Fig. 1: metal layers overlaid
Scale: 4 px per µm. Only two layers are drawn.
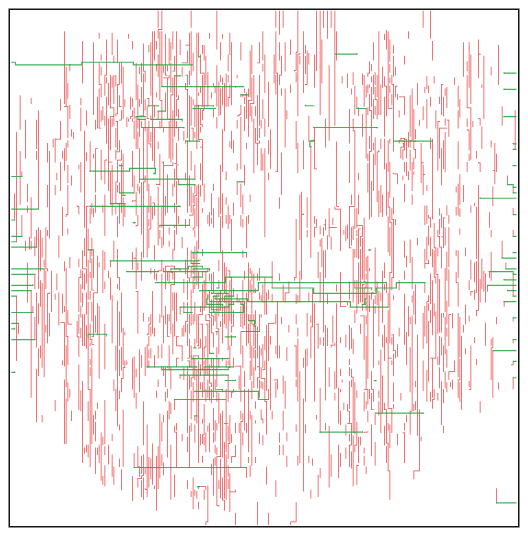
Fig. 2: I/O pins on the die edge
Scale: 4 px per µm. Pins as bars across the die edge, other pins in grey.
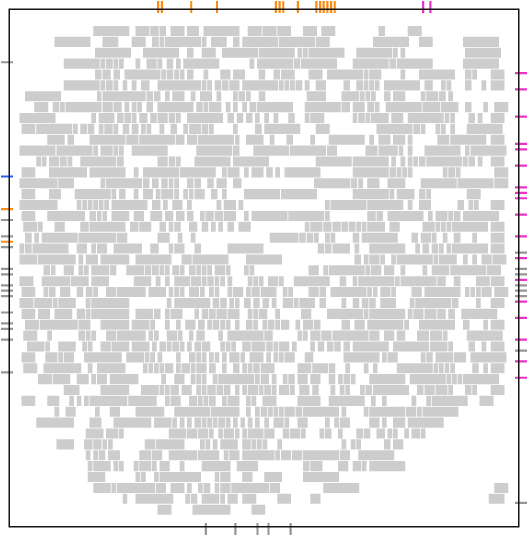
Fig. 3: cell sizes after repair
Scale: 4 px per µm.
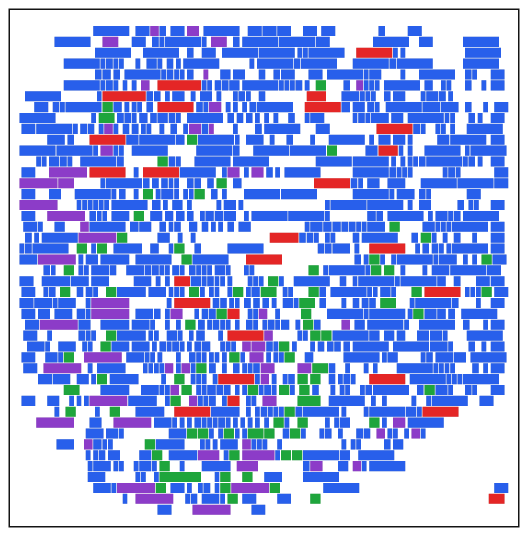
Fig. 4: I/O nets highlighted
Scale: 2 px per µm.
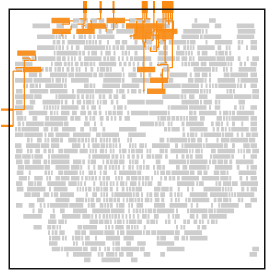
### src/rtl/rain_pkg.sv
// rain_pkg: definitions shared by the rain_meter slice.
//   conv_state_t  - BCD converter states (IDLE, SHIFT, DONE)
//   conv_dbg_t    - converter debug bundle exported by rain_meter
//   UNIT_FRAC_DIGITS - fractional BCD digits implied by the 0.01 mm unit
//   DEFAULT_PULSE_UMM - default rain depth per pulse, in 0.01 mm
//   add3()        - shift-add-3 digit correction
package rain_pkg;

    typedef enum logic [1:0] {
        IDLE  = 2'd0,
        SHIFT = 2'd1,
        DONE  = 2'd2
    } conv_state_t;

    typedef struct packed {
        conv_state_t state;
        logic        busy;
        logic        done;
        logic        pending;
    } conv_dbg_t;

    // Depth is carried in 0.01 mm units, so the two low BCD digits are fractional.
    localparam int UNIT_FRAC_DIGITS  = 2;
    localparam int DEFAULT_PULSE_UMM = 28;

    // A digit of 5 or more becomes >= 8 after +3, so the following left
    // shift carries it into the next decade.
    function automatic logic [3:0] add3(input logic [3:0] digit);
        return (digit >= 4'd5) ? digit + 4'd3 : digit;
    endfunction

endpackage

### src/rtl/bin2bcd_seq.sv
// bin2bcd_seq: sequential shift-add-3 binary to BCD converter.
//   clk, rst_n : clock, asynchronous active-low reset
//   start      : request a conversion of bin (accepted only in IDLE)
//   bin        : binary value, snapshotted on acceptance
//   busy       : high from the cycle after acceptance until back in IDLE
//   done       : high for the single DONE cycle that loads bcd
//   bcd        : registered result, DIGITS digits, digit 0 in [3:0]
//   state      : converter state, for observation
// Handshake: start is a level request; it is taken on a clock edge where
// state is IDLE and start is high, and the caller drops it once busy rises.
// BIN_W iterations run in SHIFT, then DONE updates bcd for one cycle.
module bin2bcd_seq
    import rain_pkg::*;
#(
    parameter int BIN_W  = 17,
    parameter int DIGITS = 5
) (
    input  logic                  clk,
    input  logic                  rst_n,
    input  logic                  start,
    input  logic [BIN_W-1:0]      bin,
    output logic                  busy,
    output logic                  done,
    output logic [4*DIGITS-1:0]   bcd,
    output conv_state_t           state
);

    localparam int CNT_W = (BIN_W > 1) ? $clog2(BIN_W) : 1;

    logic [BIN_W-1:0]    bin_sr;
    logic [4*DIGITS-1:0] bcd_sr;
    logic [4*DIGITS-1:0] bcd_adj;
    logic [CNT_W-1:0]    iter;

    always_comb begin
        bcd_adj = bcd_sr;
        for (int i = 0; i < DIGITS; i++) begin
            bcd_adj[4*i +: 4] = add3(bcd_sr[4*i +: 4]);
        end
    end

    always_ff @(posedge clk or negedge rst_n) begin
        if (!rst_n) begin
            state  <= IDLE;
            bin_sr <= '0;
            bcd_sr <= '0;
            iter   <= '0;
            bcd    <= '0;
        end else begin
            case (state)
                IDLE: begin
                    if (start) begin
                        bin_sr <= bin;
                        bcd_sr <= '0;
                        iter   <= '0;
                        state  <= SHIFT;
                    end
                end
                SHIFT: begin
                    // The input is below 10**DIGITS, so nothing useful
                    // leaves the top of the BCD field.
                    {bcd_sr, bin_sr} <= {bcd_adj, bin_sr} << 1;
                    if (iter == CNT_W'(BIN_W - 1)) begin
                        state <= DONE;
                    end else begin
                        iter <= iter + CNT_W'(1);
                    end
                end
                DONE: begin
                    bcd   <= bcd_sr;
                    state <= IDLE;
                end
                default: state <= IDLE;
            endcase
        end
    end

    assign busy = (state != IDLE);
    assign done = (state == DONE);

endmodule

### src/rtl/rain_meter.sv
// rain_meter: debounced rain pulse counter with scaled BCD total and rate window.
//   Clock             : system clock, posedge
//   nReset            : asynchronous reset, active-low
//   nStart            : synchronous clear of totals, active-low
//   nRain             : raw sensor pulse, active-low, asynchronous
//   SecondTick        : one-cycle 1 Hz strobe
//   total_rain_pulses : accepted pulses, saturating
//   count_overflow    : sticky, set by a pulse while the count is saturated
//   rain_bcd          : total * PULSE_UMM in BCD (0.01 mm), clamped to all nines
//   bcd_valid         : rain_bcd matches the current total
//   rate_pulses       : pulses in the last completed RATE_TICKS window
//   conv_dbg          : converter state, busy/done and pending flag
module rain_meter
    import rain_pkg::*;
#(
    parameter int PULSE_UMM       = DEFAULT_PULSE_UMM,
    parameter int DEBOUNCE_CYCLES = 4,
    parameter int COUNT_W         = 16,
    parameter int DIGITS          = 5,
    parameter int RATE_TICKS      = 3600
) (
    input  logic                Clock,
    input  logic                nReset,
    input  logic                nStart,
    input  logic                nRain,
    input  logic                SecondTick,
    output logic [COUNT_W-1:0]  total_rain_pulses,
    output logic                count_overflow,
    output logic [4*DIGITS-1:0] rain_bcd,
    output logic                bcd_valid,
    output logic [COUNT_W-1:0]  rate_pulses,
    output conv_dbg_t           conv_dbg
);

    localparam int          BIN_W   = $clog2(10**DIGITS);
    localparam int unsigned MAX_VAL = 10**DIGITS - 1;
    localparam int          DB_W    = $clog2(DEBOUNCE_CYCLES + 1);
    localparam int          TICK_W  = $clog2(RATE_TICKS + 1);
    localparam logic [COUNT_W-1:0] CNT_MAX = '1;

    if (DEBOUNCE_CYCLES < 1 || DIGITS <= UNIT_FRAC_DIGITS) begin : g_bad_params
        $error("rain_meter: DEBOUNCE_CYCLES must be >= 1 and DIGITS must exceed the fractional digits");
    end

    // ---------------- input conditioning ----------------
    logic            sync_1;
    logic            s;
    logic            f;
    logic            f_d;
    logic [DB_W-1:0] db_cnt;
    logic            fall;

    always_ff @(posedge Clock or negedge nReset) begin
        if (!nReset) begin
            sync_1 <= 1'b1;
            s      <= 1'b1;
            f      <= 1'b1;
            f_d    <= 1'b1;
            db_cnt <= '0;
        end else begin
            sync_1 <= nRain;
            s      <= sync_1;
            f_d    <= f;
            if (s == f) begin
                db_cnt <= '0;
            end else if (db_cnt == DB_W'(DEBOUNCE_CYCLES - 1)) begin
                f      <= s;
                db_cnt <= '0;
            end else begin
                db_cnt <= db_cnt + DB_W'(1);
            end
        end
    end

    assign fall = f_d & ~f;

    // ---------------- counters and rate window ----------------
    logic [COUNT_W-1:0] win_count;
    logic [TICK_W-1:0]  win_ticks;
    logic               window_close;
    logic               count_change;

    assign window_close = SecondTick && (win_ticks == TICK_W'(RATE_TICKS - 1));
    assign count_change = nStart && fall && (total_rain_pulses != CNT_MAX);

    always_ff @(posedge Clock or negedge nReset) begin
        if (!nReset) begin
            total_rain_pulses <= '0;
            count_overflow    <= 1'b0;
            win_count         <= '0;
            win_ticks         <= '0;
            rate_pulses       <= '0;
        end else if (!nStart) begin
            // Clear wins over a coincident pulse; the last rate stays visible.
            total_rain_pulses <= '0;
            count_overflow    <= 1'b0;
            win_count         <= '0;
            win_ticks         <= '0;
        end else begin
            if (fall) begin
                if (total_rain_pulses == CNT_MAX) begin
                    count_overflow <= 1'b1;
                end else begin
                    total_rain_pulses <= total_rain_pulses + COUNT_W'(1);
                end
            end
            if (window_close) begin
                // A pulse on the closing tick opens the next window.
                rate_pulses <= win_count;
                win_count   <= {{(COUNT_W-1){1'b0}}, fall};
                win_ticks   <= '0;
            end else begin
                if (SecondTick) begin
                    win_ticks <= win_ticks + TICK_W'(1);
                end
                if (fall && win_count != CNT_MAX) begin
                    win_count <= win_count + COUNT_W'(1);
                end
            end
        end
    end

    // ---------------- scaling and conversion ----------------
    logic [63:0]         product;
    logic [BIN_W-1:0]    value;
    logic                pending;
    logic                conv_busy;
    logic                conv_done;
    conv_state_t         conv_state;

    assign product = 64'(total_rain_pulses) * 64'(PULSE_UMM);
    assign value   = (product > 64'(MAX_VAL)) ? BIN_W'(MAX_VAL) : product[BIN_W-1:0];

    // pending is cleared on the edge the idle converter accepts it; a count
    // change on that same edge re-arms it so a fresh conversion follows.
    always_ff @(posedge Clock or negedge nReset) begin
        if (!nReset) begin
            pending <= 1'b0;
        end else if (!nStart || count_change) begin
            pending <= 1'b1;
        end else if (!conv_busy) begin
            pending <= 1'b0;
        end
    end

    bin2bcd_seq #(
        .BIN_W  (BIN_W),
        .DIGITS (DIGITS)
    ) u_bin2bcd (
        .clk    (Clock),
        .rst_n  (nReset),
        .start  (pending),
        .bin    (value),
        .busy   (conv_busy),
        .done   (conv_done),
        .bcd    (rain_bcd),
        .state  (conv_state)
    );

    assign bcd_valid = !conv_busy && !pending;

    always_comb begin
        conv_dbg.state   = conv_state;
        conv_dbg.busy    = conv_busy;
        conv_dbg.done    = conv_done;
        conv_dbg.pending = pending;
    end

endmodule

### config.mk
export PLATFORM = sky130hd
export DESIGN_NAME = rain_meter
export DESIGN_NICKNAME = d
export VERILOG_FILES = /design/src/rtl/rain_pkg.sv /design/src/rtl/bin2bcd_seq.sv /design/src/rtl/rain_meter.sv
export SDC_FILE = /design/constraint.sdc
export NUM_CORES = 1
export LEC_CHECK = 0
export ABC_AREA = 1
export CORE_AREA = 2 2 125 127
export DETAILED_ROUTE_END_ITERATION = 8
export DIE_AREA = 0 0 127 129
export HOLD_SLACK_MARGIN = 0.1
export MAX_ROUTING_LAYER = met4
export PLACE_DENSITY = 0.74
export SYNTH_ARGS = -nofsm -noshare
export SYNTH_HDL_FRONTEND = slang
export SYNTH_SLANG_ARGS = --single-unit
### constraint.sdc
create_clock -name Clock -period 2.5 [get_ports Clock]
set_input_delay 0.5 -clock Clock [delete_from_list [all_inputs] [get_ports Clock]]
set_output_delay 0.5 -clock Clock [all_outputs]
set_load 0.05 [all_outputs]
==> results_slide.txt <==
Synthesis and Place & Route Summary

Final timing
  • Min setup slack post-route: -344.0 ps
  • Min Tclk post-route: 2844 ps
  • Setup Total Neg Slack: -5072 ps
  • RSZ-0062 raised after global routing: true
  • Hold Fails Final Rpt: 0
  • Slew @ Worst Pin: 569.5 ps
  • Max Fclk: 0.3516 GHz
  • Final slew viol count: 0
  • Endpoints failing setup: 17
  • Hold_ws: 360.3 ps

Floorplanning
  • Tapcell Cnt: 188
  • Die Y: 129 µm
  • Die span in x: 127 µm
  • Rows: 45
  • Core box area: 14980 µm²
  • Chip area: 16380 µm²

Flow run
  • Tool Warnings: 51
  • MaxCap Viol Count: 0

Pwr
  • Switch Pwr: 2.069 mW
  • Total power draw: 6.499 mW
  • Internal: 4.430 mW
  • Clk. pwr: 2.53 mW
  • Peak supply drop: 550.6 µV
  • Register share of total power: 39.6%

Clock tree
  • Clock Sinks: 133
  • Max H-tree Level: 4
  • Post-CTS Setup Bufs: 0
  • Clock root buffer: clkbuf_16
  • Clk pin slew, worst setup/hold paths: 60 ps
  • Resized cells post-CTS: 7
  • Hold-fix buffers, CTS: 1

Setup path
  • WS Path Type: reg2reg
  • Critical Path End Type: register
  • Worst path slowest cell: dfrtp_4
  • Critical Path RT: 2810 ps
  • Critical Path End: u_bin2bcd.bin_sr[7]
  • Data arrival time of the critical path: 3160 ps
  • CP Cell Sequence: fa_1, ha_2, fa_2, nand2_2, nand2_4, nand3_2, nand2_2, nand2_1, nand2_1, nor2_1, nand2_1, o21ai_4, nand2_4, o21ai_1, nand2_1
  • CP peak stage delay: 520 ps
  • Reg2reg path depth: 15

Cells and area
  • Largest area class, layout: multi-input combinational cells
  • Layout cells sized above 1: 15.66%
  • Largest regs: u_bin2bcd.bcd: 20 flops, u_bin2bcd.bcd_sr: 20 flops, u_bin2bcd.bin_sr: 17 flops
  • Logic share of the area: 40.60%
  • Seq cells: 133
  • Non-clock buffering overhead: 12.06%
  • Sequential share of cell area: 34.14%
  • Antenna Cells: 0
  • Comb gate area: 3989 µm²
  • Nonclk inv count: 123
  • Final-stage net count: 1152
  • Clock tree cell share of total cell area: 6.100%
  • Most frequent logic cell in the layout: nand2_1
  • Clock buffer count: 19

Yosys
  • Area reported by Yosys stat: 7797 µm²
  • Synth cell count leaders: nand2_1, dfrtp_1, inv_1
  • Mux share: 0.4332%
  • Largest area contributor in the netlist: dfrtp_1
  • Syn. warnings: 0
  • Dominant cells by area after synthesis: dfrtp_1, nand2_1, ha_1
  • Post-synth top area share: 41.40%
  • Synth Area in Compound Gates: 11.22%
  • Synth Net Count: 1019
  • Avg Cell Area, Syn: 8.191 µm²
  • XORs/XNORs by Area: 3.594%
  • Post-synth seq share: 42.75%
  • Synth Register Bits: 133
  • Asr flop ratio synth: 100.0%
  • Simple Share, Synth: 23.27%
  • Cells after Synth: 952
  • Yosys stat cell total: 952

GRT
  • GRT Overall Usage: 23.83%
  • Largest net degree at the start of global routing: 60
  • Overflow after GRT: 0
  • Met2 Use GR: 37.13%
  • First-pass GRT wire length: 30.58 mm
  • Initial antenna violation count: 0
  • Busiest grt layer: met2

Detailed routing
  • Initial DRC count: 490
  • Met3 wire length: 812 µm
  • Antenna-violating nets left: 0
  • WL met2: 8.277 mm
  • Residual DRC count: 0

Status
  • Outcome: complete, but fails checks
  • Failing checks: setup timing

Worst hold path
  • Hold worst-path end: s
  • Hold path startpoint: sync_1
  • Hold path cells: 0

Place
  • Hpwl dp: 12.85 mm
About Fig. 1:
| colour | layer | wire length |
|---|---|---|
| green | metal 3 | 813 µm |
| red | metal 2 | 8280 µm |
via count: 6722
drt wl/cell: 13.89 µm
DRT Wirelength: 17.87 mm

About Fig. 2:
| colour | port | pins | direction | edge |
|---|---|---|---|---|
| orange | rate_pulses | 16 | output | 14 top, 2 left |
| blue | SecondTick | 1 | input | left |
| magenta | rain_bcd | 20 | output | 18 right, 2 top |
all pins by edge: 26 right, 17 left, 16 top, 5 bottom

About Fig. 3:
| colour | size | cells | share |
|---|---|---|---|
| red | _6 and larger | 26 | 2.4% |
| green | _3 and _4 cells | 87 | 7.9% |
| blue | _0 and _1 cells | 926 | 84% |
| purple | _2 cells | 59 | 5.4% |
count of plain and timing-repair buffers: 135
final non-filler cell area: 9824 µm²
min setup slack post-route: -344.0 ps
Area Growth Syn to Fin: 25.99%

About Fig. 4:
| colour | port | direction | end cells | buffers | wire |
|---|---|---|---|---|---|
| orange | rate_pulses | output | 16 | 16 | 456 µm |
I/O Pins: 64
number of port buffers: 63

No activity file was given, so power comes from the tool's default toggle rates.
